==> src/rtl/instr_fetch_if.sv <==
// Fetch-stage bundle: PC control, instruction memory read port,
// decoder handshake and branch redirect.
interface instr_fetch_if;
  logic [7:0] pc_cur;
  logic       pc_inc_en;
  logic [7:0] pc_load_val;

  logic [7:0] mem_addr;
  logic       mem_rd_req;
  logic       mem_rd_valid;
  logic [7:0] mem_rd_data;

  logic [7:0] ir_opcode;
  logic [7:0] ir_operand;
  logic [7:0] ir_pc;
  logic       ir_len;
  logic       ir_valid;
  logic       ir_ready;

  logic       redirect;
  logic [7:0] redirect_target;

  modport master (
    input  pc_cur,
    input  mem_rd_valid,
    input  mem_rd_data,
    input  ir_ready,
    input  redirect,
    input  redirect_target,
    output pc_inc_en,
    output pc_load_val,
    output mem_addr,
    output mem_rd_req,
    output ir_opcode,
    output ir_operand,
    output ir_pc,
    output ir_len,
    output ir_valid
  );

  modport slave (
    output pc_cur,
    output mem_rd_valid,
    output mem_rd_data,
    output ir_ready,
    output redirect,
    output redirect_target,
    input  pc_inc_en,
    input  pc_load_val,
    input  mem_addr,
    input  mem_rd_req,
    input  ir_opcode,
    input  ir_operand,
    input  ir_pc,
    input  ir_len,
    input  ir_valid
  );
endinterface

==> src/rtl/instr_fetch.sv <==
// Instruction fetch stage: byte-wise fetch of 1/2-byte instructions,
// single outstanding memory read, decoder handshake and redirect flush.
module instr_fetch #(
  parameter int OPERAND_BIT = 7
) (
  input logic          clk,
  input logic          rst,
  instr_fetch_if.master bus
);

  typedef enum logic [2:0] {
    IDLE,
    REQ_OP,
    WAIT_OP,
    REQ_ARG,
    WAIT_ARG,
    HOLD,
    DRAIN
  } state_t;

  state_t     state;
  logic [7:0] addr_q;
  logic [7:0] opcode_q;
  logic [7:0] operand_q;
  logic [7:0] ir_pc_q;
  logic       len_q;

  logic is_req;
  logic is_wait;

  assign is_req  = (state == REQ_OP) || (state == REQ_ARG);
  assign is_wait = (state == WAIT_OP) || (state == WAIT_ARG);

  assign bus.mem_rd_req = is_req;
  assign bus.mem_addr   = is_req ? bus.pc_cur : addr_q;

  // PC advances at the edge the byte is latched, unless flushed
  assign bus.pc_inc_en   = is_wait && bus.mem_rd_valid
                           && !bus.redirect;
  assign bus.pc_load_val = bus.redirect ? bus.redirect_target
                                        : bus.pc_cur;

  assign bus.ir_valid   = (state == HOLD);
  assign bus.ir_opcode  = opcode_q;
  assign bus.ir_operand = operand_q;
  assign bus.ir_pc      = ir_pc_q;
  assign bus.ir_len     = len_q;

  always_ff @(posedge clk or posedge rst) begin
    if (rst) begin
      state     <= IDLE;
      addr_q    <= 8'h00;
      opcode_q  <= 8'h00;
      operand_q <= 8'h00;
      ir_pc_q   <= 8'h00;
      len_q     <= 1'b0;
    end else begin
      if (is_req)
        addr_q <= bus.pc_cur;
      if (state == REQ_OP)
        ir_pc_q <= bus.pc_cur;

      if (bus.redirect && state != IDLE) begin
        // an in-flight read must be swallowed before refetching
        if (state == DRAIN)
          state <= bus.mem_rd_valid ? REQ_OP : DRAIN;
        else if (is_req || (is_wait && !bus.mem_rd_valid))
          state <= DRAIN;
        else
          state <= REQ_OP;
      end else begin
        unique case (state)
          IDLE:    state <= REQ_OP;
          REQ_OP:  state <= WAIT_OP;
          REQ_ARG: state <= WAIT_ARG;
          WAIT_OP: begin
            if (bus.mem_rd_valid) begin
              opcode_q <= bus.mem_rd_data;
              if (bus.mem_rd_data[OPERAND_BIT]) begin
                state <= REQ_ARG;
              end else begin
                operand_q <= 8'h00;
                len_q     <= 1'b0;
                state     <= HOLD;
              end
            end
          end
          WAIT_ARG: begin
            if (bus.mem_rd_valid) begin
              operand_q <= bus.mem_rd_data;
              len_q     <= 1'b1;
              state     <= HOLD;
            end
          end
          HOLD: begin
            if (bus.ir_ready)
              state <= REQ_OP;
          end
          DRAIN: begin
            if (bus.mem_rd_valid)
              state <= REQ_OP;
          end
          default: state <= IDLE;
        endcase
      end
    end
  end

endmodule

==> src/flat_wrapper.sv <==
// flat-port wrapper written by rule: the top's interface ports become plain ports
module instr_fetch_flat 
#(
  parameter int OPERAND_BIT = 7
)
  (clk, rst, bus_pc_cur, bus_mem_rd_valid, bus_mem_rd_data, bus_ir_ready, bus_redirect, bus_redirect_target, bus_pc_inc_en, bus_pc_load_val, bus_mem_addr, bus_mem_rd_req, bus_ir_opcode, bus_ir_operand, bus_ir_pc, bus_ir_len, bus_ir_valid);
  instr_fetch_if bus_i ();
  input logic clk;
  input logic rst;
  input wire logic [$bits(bus_i.pc_cur)-1:0] bus_pc_cur;
  input wire logic [$bits(bus_i.mem_rd_valid)-1:0] bus_mem_rd_valid;
  input wire logic [$bits(bus_i.mem_rd_data)-1:0] bus_mem_rd_data;
  input wire logic [$bits(bus_i.ir_ready)-1:0] bus_ir_ready;
  input wire logic [$bits(bus_i.redirect)-1:0] bus_redirect;
  input wire logic [$bits(bus_i.redirect_target)-1:0] bus_redirect_target;
  output wire logic [$bits(bus_i.pc_inc_en)-1:0] bus_pc_inc_en;
  output wire logic [$bits(bus_i.pc_load_val)-1:0] bus_pc_load_val;
  output wire logic [$bits(bus_i.mem_addr)-1:0] bus_mem_addr;
  output wire logic [$bits(bus_i.mem_rd_req)-1:0] bus_mem_rd_req;
  output wire logic [$bits(bus_i.ir_opcode)-1:0] bus_ir_opcode;
  output wire logic [$bits(bus_i.ir_operand)-1:0] bus_ir_operand;
  output wire logic [$bits(bus_i.ir_pc)-1:0] bus_ir_pc;
  output wire logic [$bits(bus_i.ir_len)-1:0] bus_ir_len;
  output wire logic [$bits(bus_i.ir_valid)-1:0] bus_ir_valid;
  assign bus_i.pc_cur = bus_pc_cur;
  assign bus_i.mem_rd_valid = bus_mem_rd_valid;
  assign bus_i.mem_rd_data = bus_mem_rd_data;
  assign bus_i.ir_ready = bus_ir_ready;
  assign bus_i.redirect = bus_redirect;
  assign bus_i.redirect_target = bus_redirect_target;
  assign bus_pc_inc_en = bus_i.pc_inc_en;
  assign bus_pc_load_val = bus_i.pc_load_val;
  assign bus_mem_addr = bus_i.mem_addr;
  assign bus_mem_rd_req = bus_i.mem_rd_req;
  assign bus_ir_opcode = bus_i.ir_opcode;
  assign bus_ir_operand = bus_i.ir_operand;
  assign bus_ir_pc = bus_i.ir_pc;
  assign bus_ir_len = bus_i.ir_len;
  assign bus_ir_valid = bus_i.ir_valid;
  instr_fetch #(.OPERAND_BIT(OPERAND_BIT)) u_core (.clk(clk), .rst(rst), .bus(bus_i));
endmodule
==> config.mk <==
export PLATFORM = sky130hd
export DESIGN_NAME = instr_fetch_flat
export DESIGN_NICKNAME = d
export VERILOG_FILES = /design/src/rtl/instr_fetch_if.sv /design/src/rtl/instr_fetch.sv /design/src/flat_wrapper.sv
export SDC_FILE = /design/constraint.sdc
export NUM_CORES = 1
export LEC_CHECK = 0
export CAP_MARGIN = 20
export CELL_PAD_IN_SITES_DETAIL_PLACEMENT = 2
export CELL_PAD_IN_SITES_GLOBAL_PLACEMENT = 2
export CORE_ASPECT_RATIO = 0.5
export CORE_MARGIN = 2
export CORE_UTILIZATION = 40
export DETAILED_ROUTE_END_ITERATION = 12
export DONT_BUFFER_PORTS = 1
export PLACE_DENSITY = 0.86
export SYNTH_ARGS = -nofsm -noshare
export SYNTH_HDL_FRONTEND = slang
export SYNTH_SLANG_ARGS = --single-unit
export TNS_END_PERCENT = 1
==> constraint.sdc <==
create_clock -name clk -period 3.6 [get_ports clk]
set_input_delay 0.36 -clock clk [delete_from_list [all_inputs] [get_ports clk]]
set_output_delay 0.36 -clock clk [all_outputs]
set_load 0.03 [all_outputs]
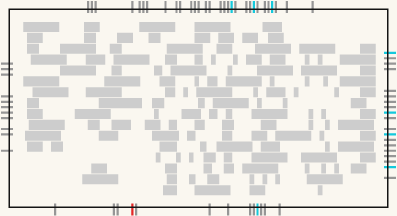
*Ports around the boundary*
(4 px per um) Pins as bars across the die edge, other pins in gray.
Cyan stands for bus_pc_cur, pins 8, direction input, edge 4 right, 3 top, 1 bottom. Red stands for bus_mem_rd_valid, pins 1, direction input, edge bottom.
IO Port Bufs: 0
Die W: 94.3 um
die y size: 49.1 um

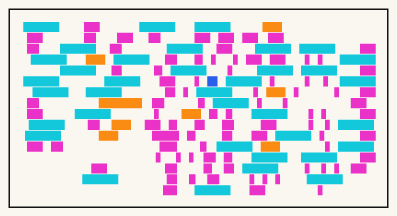
*Cell classes on the final placement*
(4 px per um)
Magenta stands for all other logic, cells 91, share of their area 40%. Orange stands for clock drivers and dummy loads, cells 8, share of their area 7.4%. Cyan stands for flops, cells 36, share of their area 53%. Blue stands for other buffers and delay cells, cells 1, share of their area 0.44%.
CORE AREA: 0.00390 mm2
design area: 0.00178 mm2
Rows: 16

==> impl_metrics.py <==
# Auto-generated metrics
metrics = {
    "clock_network": {
        "numCtsBuffers": 5,
        "cts_sinks": 36,
        "cts_setup_buffers": 0,
        "cts_tree": "done",
        "h-tree-depth": 2,
    },
    "worst_setup_path": {
        "crit_path_start_kind": "flop",
        "critical_path.max_stage_delay_ns": 0.58,
        "cpMaxStageDelayCell": "dfrtp_1",
        "cpMostUsedCell": "nand2_1",
        "cp.required_ns": 3.24,
        "crit_cells": 4,
        "rrSetupSlack_ns": 1.38,
    },
    "yosys": {
        "ys_cells": 135,
        "ys_sh_adder_pct": 0,
        "synth_chip_area_mm2": 0.00163,
        "fp_nets": 164,
        "netlist_instances": 135,
        "top_logic_kind": "multiplexers",
    },
    "cells_and_area": {
        "nets": 164,
        "drive_gt1_share_pct": 27.2,
        "lay_top_count": "dfrtp_1",
        "area_growth_pct": 9.22,
        "diodes": 0,
        "lay_top_cells": "36 x dfrtp_1, 24 x mux2_2, 24 x nand2_1",
    },
    "drt": {
        "drtIter0Drc": 37,
        "wl_met2_mm": 1.86,
        "dr_total_vias": 1109,
        "top_layer_used": "met4",
        "drc": 0,
        "dr.pass1.iters": 4,
        "ant_nets": 0,
    },
    "final_timing": {
        "hold_viol_final": 0,
        "grt_setup_unrepaired": "false",
        "fin_crit_sh_pct": 74.4,
        "skew_ns": 0.00735,
    },
    "worst_hold_path": {
        "hp-class": "in2async",
    },
    "outcome": {
        "status": "complete, no violations",
    },
    "global_route": {
        "grt_pass1_vias": 1235,
        "grt_usage_pct": 18.0,
    },
    "place": {
        "hpwl_mm": 2.54,
    },
    "pwr": {
        "p_leak_nw": 0.815,
    },
    "run": {
        "cap_viol_max_count": 0,
    },
}
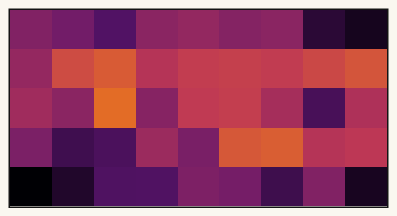
*Local utilization*
(4 px per um) 9 x 5 tiles, from black (low) to pale yellow (high), 0 to 100% covered.
The emptiest ninth of the die: bottom left. The fullest tile reaches 66%. The mean over all tiles is 37%. 2.2% of the tiles are nearly empty.
fp util: 41.7%
final core utilization: 45.6%

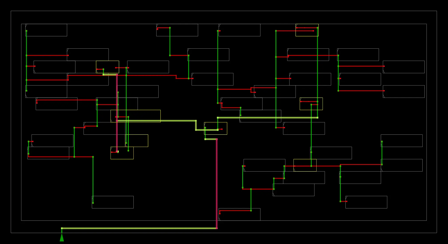
*Clock routing*
clk latency late pin: 0.29 ns
clkbuf count: 7

## cell usage after synthesis, drive strengths merged
cell type  number  share of area [%]
a211oi          1               0.46
a21o            1               0.46
a21oi           1               0.31
a22o            8                4.3
a22oi           2               0.92
a2bb2oi         1               0.54
a31oi           1               0.38
and2            2               0.77
and3            1               0.38
buf             8                3.1
clkinv          1               0.23
dfrtp          36                 55
inv             2               0.46
mux2           24                 17
nand2          24                5.5
nand2b          1               0.38
nand3           1               0.31
nand4           1               0.77
nor2            6                1.8
nor2b           1               0.38
nor3b           1               0.46
nor4b           2                1.1
o211a           1               0.61
o21ai           2               0.61
o21bai          1                1.2
o22ai           1               0.38
o32ai           1               0.54
or2b            1               0.46
or3b            1               0.69
xnor2           1               0.54
## layout make-up
cell class	count	area, um2	area share [%]
sequential	36	901	50.6
multi-input combinational	88	666	37.4
clock buffer	7	96.3	5.41
tap	54	67.6	3.80
clock inverter	1	30.0	1.69
inverter	3	11.3	0.633
timing repair buffer	1	7.51	0.422
## through the flow
step | instance area (um2) | hold WS (ns) | util (%) | total power [mW] | instances
after floorplan | 1630 | 0.500 | - | 1.60 | 135
after global placement | 1650 | 0.383 | 42.3 | 1.67 | 182
after detailed placement | 1650 | 0.396 | 42.3 | 1.70 | 182
after CTS | 1780 | 0.0755 | 45.6 | 2.10 | 190
after global routing | 1780 | 0.0856 | 45.6 | 2.21 | 190
final | 1780 | 0.0581 | 45.6 | 2.08 | 190
## routing by layer
metal,global-route usage [%],vias up
met5,0,-
met4,6.52,0
met3,7.73,5
met2,30.0,43
met1,20.9,587
li1,-,474
## power by group
group          total (mW)  internal, mW  switching, mW
clock               0.396         0.245          0.152
combinational       0.624         0.230          0.394
sequential           1.06         0.604          0.453
total                2.08          1.08          0.999
Power figures rest on the tool's default switching activity, not on a simulated workload.
